**config.mk**
```make
export PLATFORM = sky130hd
export DESIGN_NAME = mem_port_arbiter_flat
export DESIGN_NICKNAME = d
export VERILOG_FILES = /design/src/rtl/mem_port_arbiter_if.sv /design/src/rtl/mem_port_arbiter.sv /design/src/flat_wrapper.sv
export SDC_FILE = /design/constraint.sdc
export NUM_CORES = 1
export LEC_CHECK = 0
export CORE_MARGIN = 2
export CORE_UTILIZATION = 44
export CTS_CLUSTER_SIZE = 12
export DETAILED_ROUTE_END_ITERATION = 12
export PLACE_DENSITY_LB_ADDON = 0.2
export SLEW_MARGIN = 20
export SYNTH_ARGS = -nofsm -noshare
export SYNTH_HDL_FRONTEND = slang
export SYNTH_SLANG_ARGS = --single-unit
```
**constraint.sdc**
```tcl
create_clock -name clk -period 14.9 [get_ports clk]
set_input_delay 2.98 -clock clk [delete_from_list [all_inputs] [get_ports clk]]
set_output_delay 2.98 -clock clk [all_outputs]
set_load 0.1 [all_outputs]
```
**src/rtl/mem_port_arbiter_if.sv**
```systemverilog
// Memory-port bundle shared by the CPU, DMA and memory sides of mem_port_arbiter.
// slave = arbiter view; master = environment view (requesters plus memory).
`timescale 1ns/1ps
interface mem_port_arbiter_if #(
  parameter int unsigned ADDR_W = 32,
  parameter int unsigned DATA_W = 32
);
  logic              cpu_req;
  logic              cpu_we;
  logic [ADDR_W-1:0] cpu_addr;
  logic [DATA_W-1:0] cpu_wdata;
  logic [DATA_W-1:0] cpu_rdata;
  logic              cpu_ready;
  logic              dma_req;
  logic              dma_we;
  logic [ADDR_W-1:0] dma_addr;
  logic [DATA_W-1:0] dma_wdata;
  logic [DATA_W-1:0] dma_rdata;
  logic              dma_ready;
  logic              mem_en;
  logic              mem_we;
  logic [ADDR_W-1:0] mem_addr;
  logic [DATA_W-1:0] mem_wdata;
  logic [DATA_W-1:0] mem_rdata;
  logic [1:0]        grant_o;

  modport slave (
    input  cpu_req, cpu_we, cpu_addr, cpu_wdata,
    input  dma_req, dma_we, dma_addr, dma_wdata,
    input  mem_rdata,
    output cpu_rdata, cpu_ready, dma_rdata, dma_ready,
    output mem_en, mem_we, mem_addr, mem_wdata, grant_o
  );

  modport master (
    output cpu_req, cpu_we, cpu_addr, cpu_wdata,
    output dma_req, dma_we, dma_addr, dma_wdata,
    output mem_rdata,
    input  cpu_rdata, cpu_ready, dma_rdata, dma_ready,
    input  mem_en, mem_we, mem_addr, mem_wdata, grant_o
  );
endinterface

```
**src/rtl/mem_port_arbiter.sv**
```systemverilog
// Two-requester (CPU/DMA) arbiter for the single memory port: one access at a time, fixed latency.
// Define ARB_FIXED_PRIO_EN for CPU-first fixed priority; default is round-robin on ties.
`timescale 1ns/1ps
module mem_port_arbiter #(
  parameter int unsigned ADDR_W  = 32,
  parameter int unsigned DATA_W  = 32,
  parameter int unsigned MEM_LAT = 2
) (
  input logic            clk,
  input logic            rst,
  mem_port_arbiter_if.slave bus
);

  localparam int unsigned CNT_W    = 4;
  localparam logic [1:0]  GNT_NONE = 2'b00;
  localparam logic [1:0]  GNT_CPU  = 2'b01;
  localparam logic [1:0]  GNT_DMA  = 2'b10;

  typedef enum logic [1:0] {IDLE, BUSY, DONE} state_t;

  state_t            state_q, state_d;
  logic              last_dma_q, last_dma_d;
  logic [CNT_W-1:0]  cnt_q, cnt_d;
  logic [1:0]        grant_q, grant_d;
  logic              mem_en_q, mem_en_d;
  logic              mem_we_q, mem_we_d;
  logic [ADDR_W-1:0] addr_q, addr_d;
  logic [DATA_W-1:0] wdata_q, wdata_d;
  logic [DATA_W-1:0] cpu_rdata_q, cpu_rdata_d;
  logic [DATA_W-1:0] dma_rdata_q, dma_rdata_d;
  logic              cpu_ready_q, cpu_ready_d;
  logic              dma_ready_q, dma_ready_d;
  logic              pick_dma_c;

  // DMA wins only when it is alone, or on a tie when the CPU had the last grant
`ifdef ARB_FIXED_PRIO_EN
  assign pick_dma_c = bus.dma_req & ~bus.cpu_req;
`else
  assign pick_dma_c = bus.dma_req & (~bus.cpu_req | ~last_dma_q);
`endif

  always_ff @(posedge clk or posedge rst) begin
    if (rst) begin
      state_q     <= IDLE;
      last_dma_q  <= 1'b1;
      cnt_q       <= '0;
      grant_q     <= GNT_NONE;
      mem_en_q    <= 1'b0;
      mem_we_q    <= 1'b0;
      addr_q      <= '0;
      wdata_q     <= '0;
      cpu_rdata_q <= '0;
      dma_rdata_q <= '0;
      cpu_ready_q <= 1'b0;
      dma_ready_q <= 1'b0;
    end else begin
      state_q     <= state_d;
      last_dma_q  <= last_dma_d;
      cnt_q       <= cnt_d;
      grant_q     <= grant_d;
      mem_en_q    <= mem_en_d;
      mem_we_q    <= mem_we_d;
      addr_q      <= addr_d;
      wdata_q     <= wdata_d;
      cpu_rdata_q <= cpu_rdata_d;
      dma_rdata_q <= dma_rdata_d;
      cpu_ready_q <= cpu_ready_d;
      dma_ready_q <= dma_ready_d;
    end
  end

  // Next state plus next value of every registered output
  always_comb begin
    state_d     = state_q;
    last_dma_d  = last_dma_q;
    cnt_d       = cnt_q;
    grant_d     = grant_q;
    mem_en_d    = 1'b0;
    mem_we_d    = 1'b0;
    addr_d      = addr_q;
    wdata_d     = wdata_q;
    cpu_rdata_d = cpu_rdata_q;
    dma_rdata_d = dma_rdata_q;
    cpu_ready_d = 1'b0;
    dma_ready_d = 1'b0;
    case (state_q)
      IDLE: begin
        grant_d = GNT_NONE;
        if (bus.cpu_req | bus.dma_req) begin
          state_d    = BUSY;
          grant_d    = pick_dma_c ? GNT_DMA : GNT_CPU;
          last_dma_d = pick_dma_c;
          mem_en_d   = 1'b1;
          mem_we_d   = pick_dma_c ? bus.dma_we    : bus.cpu_we;
          addr_d     = pick_dma_c ? bus.dma_addr  : bus.cpu_addr;
          wdata_d    = pick_dma_c ? bus.dma_wdata : bus.cpu_wdata;
          cnt_d      = CNT_W'(MEM_LAT - 1);
        end
      end
      BUSY: begin
        if (cnt_q == '0) begin
          state_d = DONE;
          if (!mem_we_q) begin
            if (grant_q == GNT_CPU) cpu_rdata_d = bus.mem_rdata;
            else                    dma_rdata_d = bus.mem_rdata;
          end
          cpu_ready_d = (grant_q == GNT_CPU);
          dma_ready_d = (grant_q == GNT_DMA);
        end else begin
          cnt_d    = cnt_q - CNT_W'(1);
          mem_en_d = 1'b1;
          mem_we_d = mem_we_q;
        end
      end
      DONE: begin
        state_d = IDLE;
        grant_d = GNT_NONE;
      end
      default: state_d = IDLE;
    endcase
  end

  assign bus.mem_en    = mem_en_q;
  assign bus.mem_we    = mem_we_q;
  assign bus.mem_addr  = addr_q;
  assign bus.mem_wdata = wdata_q;
  assign bus.cpu_rdata = cpu_rdata_q;
  assign bus.dma_rdata = dma_rdata_q;
  assign bus.cpu_ready = cpu_ready_q;
  assign bus.dma_ready = dma_ready_q;
  assign bus.grant_o   = grant_q;

endmodule

```
**src/flat_wrapper.sv**
```systemverilog
// flat-port wrapper written by rule: the top's interface ports become plain ports
module mem_port_arbiter_flat 
#(
  parameter int unsigned ADDR_W  = 32,
  parameter int unsigned DATA_W  = 32,
  parameter int unsigned MEM_LAT = 2
)
  (clk, rst, bus_cpu_req, bus_cpu_we, bus_cpu_addr, bus_cpu_wdata, bus_dma_req, bus_dma_we, bus_dma_addr, bus_dma_wdata, bus_mem_rdata, bus_cpu_rdata, bus_cpu_ready, bus_dma_rdata, bus_dma_ready, bus_mem_en, bus_mem_we, bus_mem_addr, bus_mem_wdata, bus_grant_o);
  mem_port_arbiter_if #(.ADDR_W(ADDR_W), .DATA_W(DATA_W)) bus_i ();
  input logic clk;
  input logic rst;
  input wire logic [$bits(bus_i.cpu_req)-1:0] bus_cpu_req;
  input wire logic [$bits(bus_i.cpu_we)-1:0] bus_cpu_we;
  input wire logic [$bits(bus_i.cpu_addr)-1:0] bus_cpu_addr;
  input wire logic [$bits(bus_i.cpu_wdata)-1:0] bus_cpu_wdata;
  input wire logic [$bits(bus_i.dma_req)-1:0] bus_dma_req;
  input wire logic [$bits(bus_i.dma_we)-1:0] bus_dma_we;
  input wire logic [$bits(bus_i.dma_addr)-1:0] bus_dma_addr;
  input wire logic [$bits(bus_i.dma_wdata)-1:0] bus_dma_wdata;
  input wire logic [$bits(bus_i.mem_rdata)-1:0] bus_mem_rdata;
  output wire logic [$bits(bus_i.cpu_rdata)-1:0] bus_cpu_rdata;
  output wire logic [$bits(bus_i.cpu_ready)-1:0] bus_cpu_ready;
  output wire logic [$bits(bus_i.dma_rdata)-1:0] bus_dma_rdata;
  output wire logic [$bits(bus_i.dma_ready)-1:0] bus_dma_ready;
  output wire logic [$bits(bus_i.mem_en)-1:0] bus_mem_en;
  output wire logic [$bits(bus_i.mem_we)-1:0] bus_mem_we;
  output wire logic [$bits(bus_i.mem_addr)-1:0] bus_mem_addr;
  output wire logic [$bits(bus_i.mem_wdata)-1:0] bus_mem_wdata;
  output wire logic [$bits(bus_i.grant_o)-1:0] bus_grant_o;
  assign bus_i.cpu_req = bus_cpu_req;
  assign bus_i.cpu_we = bus_cpu_we;
  assign bus_i.cpu_addr = bus_cpu_addr;
  assign bus_i.cpu_wdata = bus_cpu_wdata;
  assign bus_i.dma_req = bus_dma_req;
  assign bus_i.dma_we = bus_dma_we;
  assign bus_i.dma_addr = bus_dma_addr;
  assign bus_i.dma_wdata = bus_dma_wdata;
  assign bus_i.mem_rdata = bus_mem_rdata;
  assign bus_cpu_rdata = bus_i.cpu_rdata;
  assign bus_cpu_ready = bus_i.cpu_ready;
  assign bus_dma_rdata = bus_i.dma_rdata;
  assign bus_dma_ready = bus_i.dma_ready;
  assign bus_mem_en = bus_i.mem_en;
  assign bus_mem_we = bus_i.mem_we;
  assign bus_mem_addr = bus_i.mem_addr;
  assign bus_mem_wdata = bus_i.mem_wdata;
  assign bus_grant_o = bus_i.grant_o;
  mem_port_arbiter #(.ADDR_W(ADDR_W), .DATA_W(DATA_W), .MEM_LAT(MEM_LAT)) u_core (.clk(clk), .rst(rst), .bus(bus_i));
endmodule
```
==> flow_summary.json, run 1 <==
{
  "status": "finished, final reports clean",
  "placementRows": 43,
  "ys_cells": 395,
  "rrSetupSlack_ps": 11820,
  "path_cells": "clkdlybuf4s50_1",
  "cp_slowest_stage_delay_ps": 1180,
  "synth_nets": 563,
  "hold_buffers": 0,
  "finalCritPeriodShare_pct": 33.6,
  "finalHoldViolCount": 0,
  "grt_pass1_wl_mm": 24.8,
  "area_growth_pct": 59.8,
  "path_clk_slew_ps": 60,
  "drv_cap": 0,
  "grt_overflow_total": 0,
  "place_congestion": 0.767,
  "routedWlPerCell_um": 18.4,
  "critPathKind": "reg -> out",
  "holdWs_ps": 487,
  "antenna_cells": 0,
  "cts_buffer_depth": 2,
  "cts_setup_buffers": 0,
  "final_cells": 887,
  "htreeDepth": 4,
  "fp_util_pct": 45.0,
  "clock_skew_ps": 6.46
}
## run 1: worst paths after layout
check,endpoint,from,depth (start not counted)
max,bus_mem_we,u_core.bus.mem_we$_DFFE_PP0P_,1
min,u_core.bus.dma_rdata[24]$_DFFE_PP0P_,u_core.bus.dma_rdata[24]$_DFFE_PP0P_,1
max reg2reg,u_core.bus.cpu_rdata[30]$_DFFE_PP0P_,u_core.cnt_q[0]$_DFFE_PP0P_,5
min reg2reg,u_core.bus.dma_rdata[24]$_DFFE_PP0P_,u_core.bus.dma_rdata[24]$_DFFE_PP0P_,1
max in group asynchronous,u_core.bus.mem_addr[9]$_DFFE_PP0P_,rst,3
min in group asynchronous,u_core.bus.cpu_rdata[30]$_DFFE_PP0P_,rst,2
## run 1: cell usage in the layout (no fill, tap or decap), types with 3 or more instances in the layout
cell type and instances:
buf_4 4, clkbuf_16 17, clkbuf_8 4, clkdlybuf4s50_1 299, clkinv_2 4, clkinvlp_4 4, dfrtp_1 140, mux2_1 4
mux2_2 160, mux2_4 30, nand3_1 3, nor2_1 4
## run 1: metrics by stage
step,instance area [um^2]
after global routing,9930
after floorplan,6220
after global placement,9360
final,9930
after CTS,9930
after detailed placement,9360
## run 1: final cells by class
class                           count  area (um^2)
Clock buffer                       22          484
Clock inverter                     10         88.8
Fill cell                         928         3900
Inverter                            3         16.3
Multi-Input combinational cell    228         2560
Sequential cell                   141         3530
Tap cell                          180          225
Timing Repair Buffer              303         3020
## run 1: registers in the layout, indices dropped and copies added (netlist names), 2 cells and up
register and count:
u_core.bus.dma_rdata 32, u_core.state_q 2, u_core.bus.grant_o 2, u_core.cnt_q 4, u_core.bus.cpu_rdata 32, u_core.bus.mem_wdata 32, u_core.bus.mem_addr 32
## run 1: routing by layer
layer	global-route usage, %	up-vias	wire length (um)
met5	0	-	0
met4	10.3	0	520
met3	7.30	39	1360
met2	38.0	177	8440
met1	23.4	2170	6040
li1	-	2027	-
## run 1: cells by family after synthesis
kind of cell               Yosys count  synth area share [%]
AOI/OAI and AO/OA                   11                  1.29
DFF                                141                  56.8
adders and majority gates            2                 0.403
buffers and inverters               26                  2.29
muxes                              196                  37.3
and+or+nand+nor                     19                  1.95
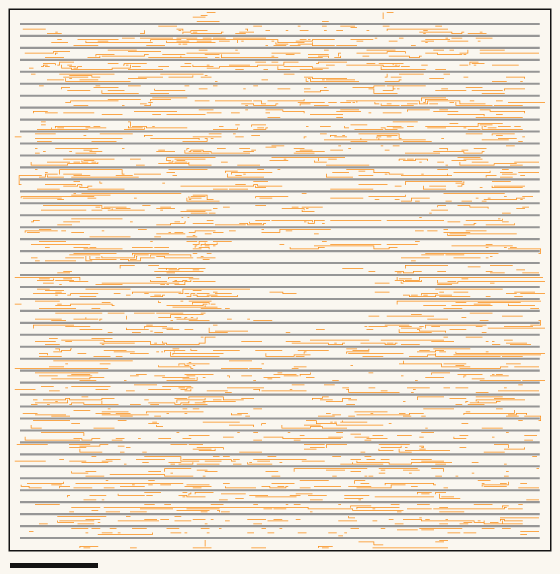
Run 1: signal wires on met1
Bar = 20 um. Supply wires on this layer in grey.
- main direction: horizontal
- nets with wire on the layer: 728
- share of all routed wire: 37%
- longest straight run: 46.5 um

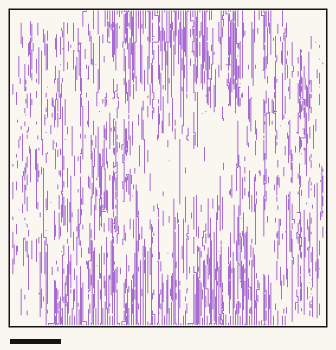
Run 1: met2 routing
Bar = 20 um.
- nets with wire on the layer: 806
- longest straight run: 54.6 um
- wire length on this layer: 8440 um
- share of all routed wire: 52%

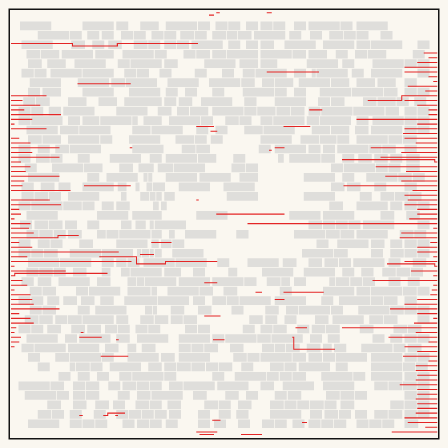
Run 1: the metal 3 layer
Cells faint in the background.
- main direction: horizontal
- longest straight run: 54.1 um
- wire length on this layer: 1360 um
- nets with wire on the layer: 148

==> run 2, diff against run 1 <==
CORE_UTILIZATION = 41   (was 44)
clock period = 5.1 ns   (was 14.9 ns; I/O delays follow)
==> run 2 against run 1 <==
- count of clock-buffer cells in the layout rose by 3
- cell count increased by 0.90%
- routed wire length is 1.2% lower
- die size rose by 7.1%
- register-to-register slack got worse by 9800 ps
- final area is 0.35% higher
- utilization fell by 5.5 points
- first-iteration DRC count decreased by 31%
==> flow_summary.json, run 2 <==
{
  "r2r-start": "u_core.cnt_q[0]$_DFFE_PP0P_",
  "htreeDepth": 4,
  "synth_nets": 563,
  "cts_sinks": 141,
  "rrSetupSlack_ps": 2030,
  "logic_area_mm2": 0.00256,
  "fp_util_pct": 41.3,
  "grt_pass1_wl_mm": 25.5,
  "placementRows": 45,
  "finalCritPeriodShare_pct": 60.3,
  "mostFrequentLayoutCells": "clkdlybuf4s50_1 (299), mux2_2 (160), dfrtp_1 (140)",
  "drtIter0Drc": 155,
  "cts_tree": "done",
  "n_fill_cell": 1083,
  "critPathKind": "reg -> out",
  "finalHoldViolCount": 0,
  "cp_slowest_stage_delay_ps": 1190,
  "final_cells": 895,
  "ys_cells": 395,
  "hp-start": "u_core.cnt_q[3]$_DFFE_PP0P_",
  "crit_path_start": "u_core.bus.mem_we$_DFFE_PP0P_",
  "layout_top_cell": "clkdlybuf4s50_1",
  "drv_cap": 0,
  "grt_overflow_total": 0,
  "cp_slowest_cell": "clkdlybuf4s50_1",
  "ff_latch_area_mm2": 0.00353,
  "status": "finished, final reports clean",
  "path_clk_slew_ps": 50,
  "clock_skew_ps": 5.89,
  "routedWlPerCell_um": 18.1,
  "path_cells": "clkdlybuf4s50_1",
  "cts_buffer_depth": 2,
  "hold_buffers": 0,
  "area_growth_pct": 60.3,
  "antenna_cells": 0
}
[run 2: netlist changes by cell type in the layout (fill, tap and decap cells not counted)]
cell / change
buf_4: +1
clkinv_2: -1
clkbuf_1: +2
bufinv_16: +1
clkinvlp_4: -3
clkinv_4: -1
clkbuf_8: +1
inv_8: +1
inv_6: -1
[run 2: per-layer routing]
| metal | routed length, um | GRT usage [%] | share of wire, % | vias to the layer above |
|---|---|---|---|---|
| li1 | - | - | - | 2031 |
| met1 | 6310 | 23.6 | 39 | 2133 |
| met2 | 8390 | 36.1 | 52 | 175 |
| met3 | 1090 | 5.95 | 6.7 | 29 |
| met4 | 377 | 7.37 | 2.3 | 0 |
| met5 | 0 | 0 | 0 | - |
[run 2: layout make-up]
cell class	count	area share, %
multi-input cells	228	25.7
clock inverters	6	0.829
inverters	3	0.188
clock buffers	25	5.07
flip-flops and latches	141	35.4
well taps	188	2.36
repair buffers	304	30.4
[run 2: per-stage QoR]
step / worst slack (ps) / utilization, % / hold slack [ps] / cell area, um^2
6_report: 2030 / 66.3 / 464 / 9970
5_1_grt: 1900 / 66.3 / 508 / 9970
4_1_cts: 1990 / 66.3 / 470 / 9960
3_5_place_dp: 1630 / 62.4 / 463 / 9380
3_3_place_gp: 1700 / 62.4 / 454 / 9380
2_1_floorplan: 300 / - / 433 / 6220
[run 2: path summary, 6_finish.rpt]
check                                                       end  cells past startpoint
min in group asynchronous  u_core.bus.dma_rdata[15]$_DFFE_PP0P_                      2
max in group asynchronous  u_core.bus.mem_wdata[22]$_DFFE_PP0P_                      3
hold reg to reg                     u_core.cnt_q[3]$_DFFE_PP0P_                      1
hold / removal                      u_core.cnt_q[3]$_DFFE_PP0P_                      1
setup / recovery                                     bus_mem_we                      1
setup reg to reg           u_core.bus.cpu_rdata[30]$_DFFE_PP0P_                      5
[run 2: logic make-up after synthesis]
kind of cell             synth area share (%)
AND-OR/OR-AND                            1.29
adder cells (fa/ha/maj)                 0.403
buffers and inverters                    2.29
flip-flops                               56.8
multiplexers                             37.3
AND/OR/NAND/NOR                          1.95
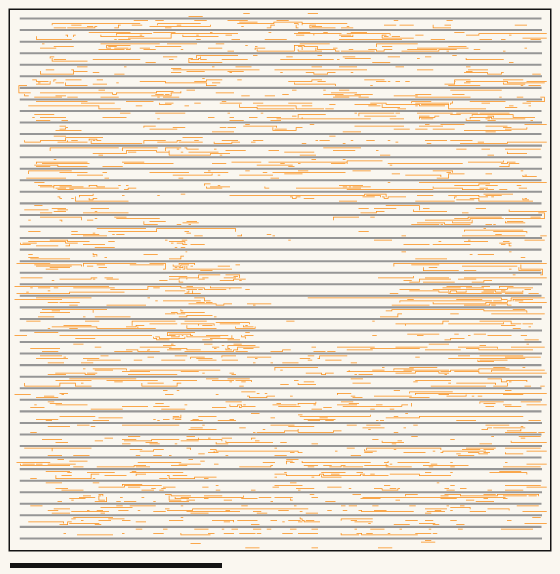
Run 2: signal wires on met1
Bar = 50 um. Supply wires on this layer in grey.
- wire length on this layer: 6310 um
- share of all routed wire: 39%
- longest straight run: 45.5 um
- main direction: horizontal
- nets with wire on the layer: 744

